==> src/rtl/sb_tx_packet_framing.sv <==
//------------------------------------------------------------------------------
// +--------------------------------------------------------------------------+
// | Module      : sb_tx_packet_framing                                       |
// | Description : Sideband TX packet framer. Buffers {has_data, header,      |
// |               data} packets in a small FIFO and serializes each one      |
// |               LSB-first onto the 1-bit sideband lane, header first,      |
// |               then the optional 64-bit payload, followed by a fixed      |
// |               idle gap of GAP_LEN lane cycles.                           |
// | Revision    : 1.0 - initial release                                      |
// +--------------------------------------------------------------------------+
//
// Optional feature macro: SB_TX_HDR_PARITY_EN
//   When defined, header[62] is replaced by the even parity of header[61:0]
//   and header[63] by the parity of the payload (0 for header-only packets)
//   at the moment the packet is loaded into the serializer.
//
// Parameters:
//   FIFO_DEPTH  packet slots, power of 2, >= 2
//   GAP_LEN     idle lane cycles after each packet, >= 1
//
// Ports:
//   i_clk        sideband TX clock
//   i_rst_n      asynchronous active-low reset
//   i_hdr_valid  push strobe (header, and data if i_d_valid, captured)
//   i_header     64-bit packet header
//   i_d_valid    packet carries i_data
//   i_data       64-bit payload
//   o_ready      FIFO not full
//   o_txdata_sb  serial lane bit
//   o_tx_clk_en  high on every cycle carrying a valid lane bit
//   o_busy       serializer active (header, data or gap)
//   o_pkt_done   one-cycle pulse on the first lane cycle after a packet
//   o_overflow   sticky: a push arrived while the FIFO was full
//------------------------------------------------------------------------------
`timescale 1ns/1ps
`default_nettype none

module sb_tx_packet_framing #(
    parameter int FIFO_DEPTH = 4,
    parameter int GAP_LEN    = 32
) (
    input  logic        i_clk,
    input  logic        i_rst_n,
    input  logic        i_hdr_valid,
    input  logic [63:0] i_header,
    input  logic        i_d_valid,
    input  logic [63:0] i_data,
    output logic        o_ready,
    output logic        o_txdata_sb,
    output logic        o_tx_clk_en,
    output logic        o_busy,
    output logic        o_pkt_done,
    output logic        o_overflow
);

    localparam int c_ADDR_W = $clog2(FIFO_DEPTH);
    localparam int c_PTR_W  = c_ADDR_W + 1;
    localparam int c_GAP_W  = $clog2(GAP_LEN + 1);

    localparam logic [c_PTR_W-1:0] c_DEPTH    = c_PTR_W'(FIFO_DEPTH);
    localparam logic [c_GAP_W-1:0] c_GAP_LOAD = c_GAP_W'(GAP_LEN - 1);

    localparam logic [1:0] c_ST_IDLE = 2'd0;
    localparam logic [1:0] c_ST_HDR  = 2'd1;
    localparam logic [1:0] c_ST_DATA = 2'd2;
    localparam logic [1:0] c_ST_GAP  = 2'd3;

    // ------------------------------------------------------------------
    // Packet FIFO
    // ------------------------------------------------------------------
    logic [63:0]        r_fifo_hdr  [FIFO_DEPTH];
    logic [63:0]        r_fifo_data [FIFO_DEPTH];
    logic               r_fifo_hd   [FIFO_DEPTH];

    logic [c_PTR_W-1:0] r_wr_ptr;
    logic [c_PTR_W-1:0] r_rd_ptr;
    logic               r_ready;
    logic               r_overflow;

    logic               w_push;
    logic               w_pop;
    logic               w_empty;
    logic [c_PTR_W-1:0] w_wr_ptr_nxt;
    logic [c_PTR_W-1:0] w_rd_ptr_nxt;
    logic [c_PTR_W-1:0] w_count_nxt;

    logic [63:0]        w_head_hdr;
    logic [63:0]        w_head_data;
    logic               w_head_hd;
    logic [63:0]        w_load_hdr;

    // r_ready always reflects the current occupancy, so a push is accepted
    // exactly when the FIFO is not full; a pop in the same cycle does not
    // rescue a push into a full FIFO.
    assign w_push  = i_hdr_valid & r_ready;
    assign w_empty = (r_wr_ptr == r_rd_ptr);

    assign w_wr_ptr_nxt = r_wr_ptr + {{(c_PTR_W-1){1'b0}}, w_push};
    assign w_rd_ptr_nxt = r_rd_ptr + {{(c_PTR_W-1){1'b0}}, w_pop};
    assign w_count_nxt  = w_wr_ptr_nxt - w_rd_ptr_nxt;

    assign w_head_hdr  = r_fifo_hdr [r_rd_ptr[c_ADDR_W-1:0]];
    assign w_head_data = r_fifo_data[r_rd_ptr[c_ADDR_W-1:0]];
    assign w_head_hd   = r_fifo_hd  [r_rd_ptr[c_ADDR_W-1:0]];

    // Payload storage needs no reset: an entry is only read after it has
    // been written, and the pointers are reset.
    always_ff @(posedge i_clk) begin
        if (w_push) begin
            r_fifo_hdr [r_wr_ptr[c_ADDR_W-1:0]] <= i_header;
            r_fifo_data[r_wr_ptr[c_ADDR_W-1:0]] <= i_d_valid ? i_data : 64'd0;
            r_fifo_hd  [r_wr_ptr[c_ADDR_W-1:0]] <= i_d_valid;
        end
    end

    always_ff @(posedge i_clk or negedge i_rst_n) begin
        if (!i_rst_n) begin
            r_wr_ptr   <= '0;
            r_rd_ptr   <= '0;
            r_ready    <= 1'b1;
            r_overflow <= 1'b0;
        end else begin
            r_wr_ptr   <= w_wr_ptr_nxt;
            r_rd_ptr   <= w_rd_ptr_nxt;
            r_ready    <= (w_count_nxt != c_DEPTH);
            r_overflow <= r_overflow | (i_hdr_valid & ~r_ready);
        end
    end

    // ------------------------------------------------------------------
    // Header adjustment applied as the head entry is loaded
    // ------------------------------------------------------------------
    always_comb begin
        w_load_hdr = w_head_hdr;
`ifdef SB_TX_HDR_PARITY_EN
        w_load_hdr[62] = ^w_head_hdr[61:0];
        w_load_hdr[63] = w_head_hd & (^w_head_data);
`else
        w_load_hdr[63:62] = w_head_hdr[63:62];
`endif
    end

    // ------------------------------------------------------------------
    // Serializer FSM
    // ------------------------------------------------------------------
    logic [1:0]         r_state;
    logic [5:0]         r_bit_cnt;
    logic [c_GAP_W-1:0] r_gap_cnt;
    logic [63:0]        r_cur_hdr;
    logic [63:0]        r_cur_data;
    logic               r_cur_hd;

    logic               w_gap_last;

    assign w_gap_last = (r_state == c_ST_GAP) && (r_gap_cnt == '0);

    // Pop from IDLE, or on the last gap cycle so that back-to-back packets
    // are separated by exactly GAP_LEN idle lane cycles.
    assign w_pop = ~w_empty & ((r_state == c_ST_IDLE) | w_gap_last);

    always_ff @(posedge i_clk or negedge i_rst_n) begin
        if (!i_rst_n) begin
            r_state    <= c_ST_IDLE;
            r_bit_cnt  <= '0;
            r_gap_cnt  <= '0;
            r_cur_hdr  <= '0;
            r_cur_data <= '0;
            r_cur_hd   <= 1'b0;
        end else begin
            if (w_pop) begin
                r_cur_hdr  <= w_load_hdr;
                r_cur_data <= w_head_data;
                r_cur_hd   <= w_head_hd;
            end

            case (r_state)
                c_ST_IDLE: begin
                    if (!w_empty) begin
                        r_state   <= c_ST_HDR;
                        r_bit_cnt <= '0;
                    end
                end
                c_ST_HDR: begin
                    r_bit_cnt <= r_bit_cnt + 6'd1;
                    if (r_bit_cnt == 6'd63) begin
                        if (r_cur_hd) begin
                            r_state <= c_ST_DATA;
                        end else begin
                            r_state   <= c_ST_GAP;
                            r_gap_cnt <= c_GAP_LOAD;
                        end
                    end
                end
                c_ST_DATA: begin
                    r_bit_cnt <= r_bit_cnt + 6'd1;
                    if (r_bit_cnt == 6'd63) begin
                        r_state   <= c_ST_GAP;
                        r_gap_cnt <= c_GAP_LOAD;
                    end
                end
                c_ST_GAP: begin
                    if (r_gap_cnt == '0) begin
                        r_bit_cnt <= '0;
                        r_state   <= w_empty ? c_ST_IDLE : c_ST_HDR;
                    end else begin
                        r_gap_cnt <= r_gap_cnt - {{(c_GAP_W-1){1'b0}}, 1'b1};
                    end
                end
                default: begin
                    r_state <= c_ST_IDLE;
                end
            endcase
        end
    end

    // ------------------------------------------------------------------
    // Registered lane outputs
    // ------------------------------------------------------------------
    // All lane-side outputs are registered from the current state so they
    // stay mutually aligned: bit 0 appears the cycle after the state enters
    // HDR, o_pkt_done marks the first idle lane cycle, and o_busy covers
    // exactly the bit and gap cycles seen on the lane.
    logic r_txdata;
    logic r_tx_clk_en;
    logic r_busy;
    logic r_pkt_done;

    always_ff @(posedge i_clk or negedge i_rst_n) begin
        if (!i_rst_n) begin
            r_txdata    <= 1'b0;
            r_tx_clk_en <= 1'b0;
            r_busy      <= 1'b0;
            r_pkt_done  <= 1'b0;
        end else begin
            r_tx_clk_en <= (r_state == c_ST_HDR) || (r_state == c_ST_DATA);
            r_busy      <= (r_state != c_ST_IDLE);
            r_pkt_done  <= (r_state == c_ST_GAP) && (r_gap_cnt == c_GAP_LOAD);
            case (r_state)
                c_ST_HDR:  r_txdata <= r_cur_hdr[r_bit_cnt];
                c_ST_DATA: r_txdata <= r_cur_data[r_bit_cnt];
                default:   r_txdata <= 1'b0;
            endcase
        end
    end

    assign o_ready     = r_ready;
    assign o_overflow  = r_overflow;
    assign o_txdata_sb = r_txdata;
    assign o_tx_clk_en = r_tx_clk_en;
    assign o_busy      = r_busy;
    assign o_pkt_done  = r_pkt_done;

endmodule

`default_nettype wire

==> config.mk <==
export PLATFORM = sky130hd
export DESIGN_NAME = sb_tx_packet_framing
export DESIGN_NICKNAME = d
export VERILOG_FILES = /design/src/rtl/sb_tx_packet_framing.sv
export SDC_FILE = /design/constraint.sdc
export NUM_CORES = 1
export LEC_CHECK = 0
export CORE_MARGIN = 2
export CORE_UTILIZATION = 55
export DETAILED_ROUTE_END_ITERATION = 7
export PLACE_DENSITY = 0.8
export SETUP_SLACK_MARGIN = 0.2
export SKIP_CTS_REPAIR_TIMING = 1
export SLEW_MARGIN = 25
export SYNTH_ARGS = -nofsm -noshare
export SYNTH_HDL_FRONTEND = slang
export SYNTH_SLANG_ARGS = --single-unit
==> constraint.sdc <==
create_clock -name i_clk -period 14.7 [get_ports i_clk]
set_input_delay 1.47 -clock i_clk [delete_from_list [all_inputs] [get_ports i_clk]]
set_output_delay 1.47 -clock i_clk [all_outputs]
set_load 0.1 [all_outputs]
run_1/congestion.png
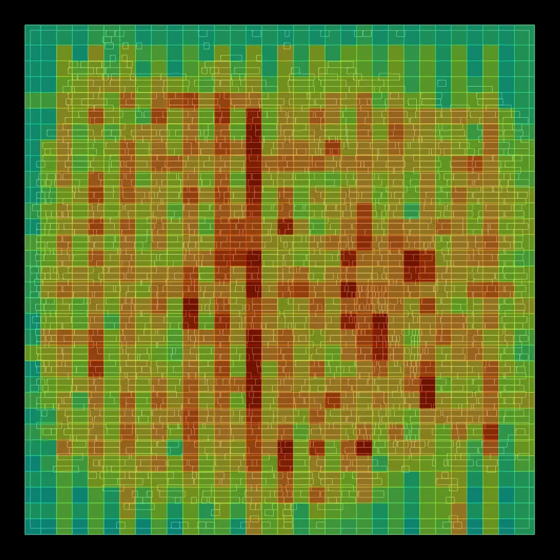
DR WL/cell: 24.7 um
met1 Use GR: 0.290

run_1/cell_density.png
22 x 22 tiles, from white (low) to dark blue (high), 0 to 100% covered.
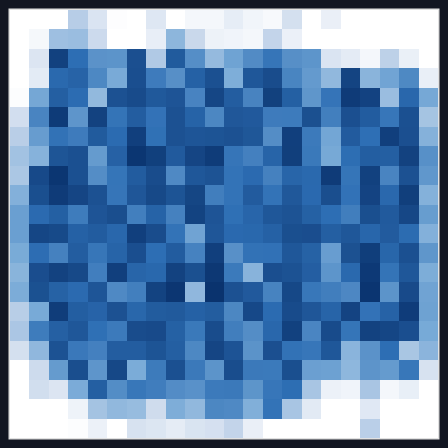
10% of the tiles are nearly empty. The mean over all tiles is 60%. 43% of the tiles are over 75% full. The fullest tile reaches 99%.
FP Util: 0.554
core box area: 47400 sq um
final core utilization: 0.641

==> impl_metrics.yaml, run 1 <==
# generated from flow reports
routing:
  dr.pass1.iters: 5
  drt-initial-drc-count: 1192
  drcViolationCount: 0
  final_antenna_net_count: 0
  top_layer_used: "met4"
global_routing:
  grt_pass1_wl_um: 80000
  grt_usage: 0.216
  grt_overflow: 0
layout:
  largest_cell_class: "registers"
  comb_area_share: 0.213
  areaGrowthSynthToFinish_pct: 15.7
  design_area_sq_um: 30400
  buf_share: 0.0513
  flop-count: 671
  nNetsFinal: 1572
  n_fill_cell: 3147
cts:
  cts_tree: "done"
  clockBufferDepth: 3
timing:
  finalMaxSlewViolations: 0
  setup_viol: 0
  skew_ps: 18.9
  hold_ws_ps: 473
  rsz0062_at_grt: "false"
power_and_ir_drop:
  p_seq_frac: 0.455
  power_switching_w: 0.00179
  p_leak_nw: 10.6
  internal_power_w: 0.00443
  pg_clk_w: 0.00166
  pg_comb_w: 0.00173
worst_hold_path:
  holdPathEnd: "o_overflow"
floorplanning:
  n_tap_cell: 615
  die_h_um: 223
  die_area_sq_um: 49600
  rows: 80
synthesis:
  ys_ff: 671
  synthCells: 1268
  aoi_share: 0.0160
  syn_area_sq_um: 26300
  top_cell: "edfxtp_1"
  top_logic_kind: "multiplexers"
worst_setup_path:
  crit_path_top_delay_cell: "buf_4"
  worst_setup_path_end_kind: "flip-flop"
  crit_arrival_ps: 4030
  timing.rr.start: "r_rd_ptr[0]"
  crit_path_end: "r_fifo_hdr[3][12]"
  critPathMaxFanout: 62
  cp.required_ps: 14890
  worst-path-buf-inv: 4
job:
  warnings: 34
status:
  outcome: "complete, no violations"
run_1/layer_met2.png
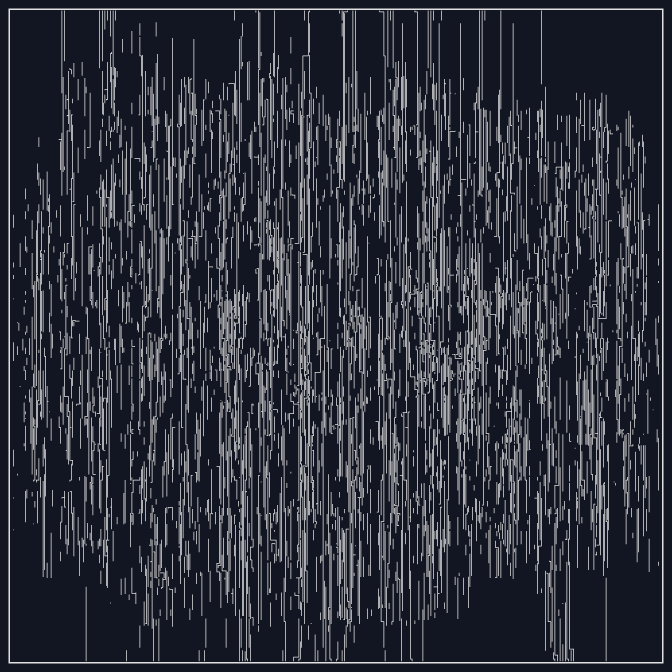
1472 nets have wire on it. The wires run mostly vertical. The layer carries 26.6 mm of wire.
met2 Track Usage GR: 0.365
vias: 12600
final wirelength: 51700 um

run_1/logic_types.png
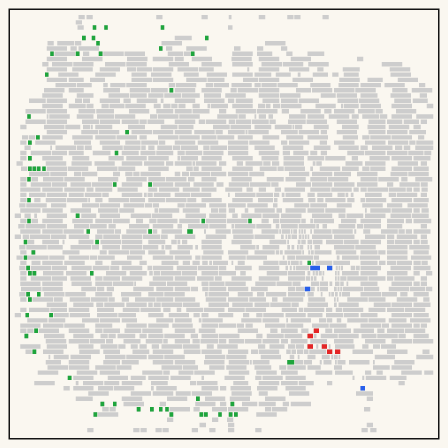

==> run 2: changes to the inputs <==
--- a/config.mk
+++ b/config.mk
@@ -6,9 +6,9 @@
 export NUM_CORES = 1
 export LEC_CHECK = 0
 export CORE_MARGIN = 2
-export CORE_UTILIZATION = 55
+export CORE_UTILIZATION = 54
 export DETAILED_ROUTE_END_ITERATION = 7
-export PLACE_DENSITY = 0.8
+export PLACE_DENSITY = 0.82
 export SETUP_SLACK_MARGIN = 0.2
 export SKIP_CTS_REPAIR_TIMING = 1
 export SLEW_MARGIN = 25
==> constraint.sdc (replaced) <==
create_clock -name i_clk -period 3.5 [get_ports i_clk]
set_input_delay 0.35 -clock i_clk [delete_from_list [all_inputs] [get_ports i_clk]]
set_output_delay 0.35 -clock i_clk [all_outputs]
set_load 0.1 [all_outputs]
run_2/logic_types.png
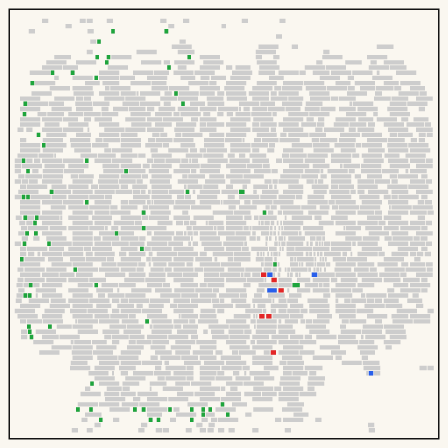
xor and xnor cells: marked red, cells 6. and/or cells: marked green, cells 69. non-inverting ao/oa cells: marked blue, cells 4.
logic share of the area: 0.213
non-filler cells, final: 2104
Commonest Layout Cell: edfxtp_1

==> impl_metrics.yaml, run 2 <==
# generated from flow reports
worst_setup_path:
  worst_setup_path_end_kind: "flip-flop"
  crit_path_end: "o_txdata_sb"
  crit_path_top_delay_cell: "dfrtp_1"
  worst-path-buf-inv: 0
power_and_ir_drop:
  power_switching_w: 0.00767
  pg_clk_w: 0.00693
  pg_comb_w: 0.00758
  internal_power_w: 0.0186
timing:
  finalMaxSlewViolations: 0
  hold_ws_ps: 313
routing:
  num_vias: 12700
  routed_wl_um: 53100
  dr.pass1.iters: 5
floorplanning:
  rows: 80
  die_area_sq_um: 50500
  n_tap_cell: 615
synthesis:
  syn_area_sq_um: 26300
  top_cell: "edfxtp_1"
  ys_ff: 671
  aoi_share: 0.0160
layout:
  largest_cell_class: "registers"
status:
  outcome: "complete, no violations"
global_routing:
  grt_pass1_wl_um: 80900
  use_met2: 0.364
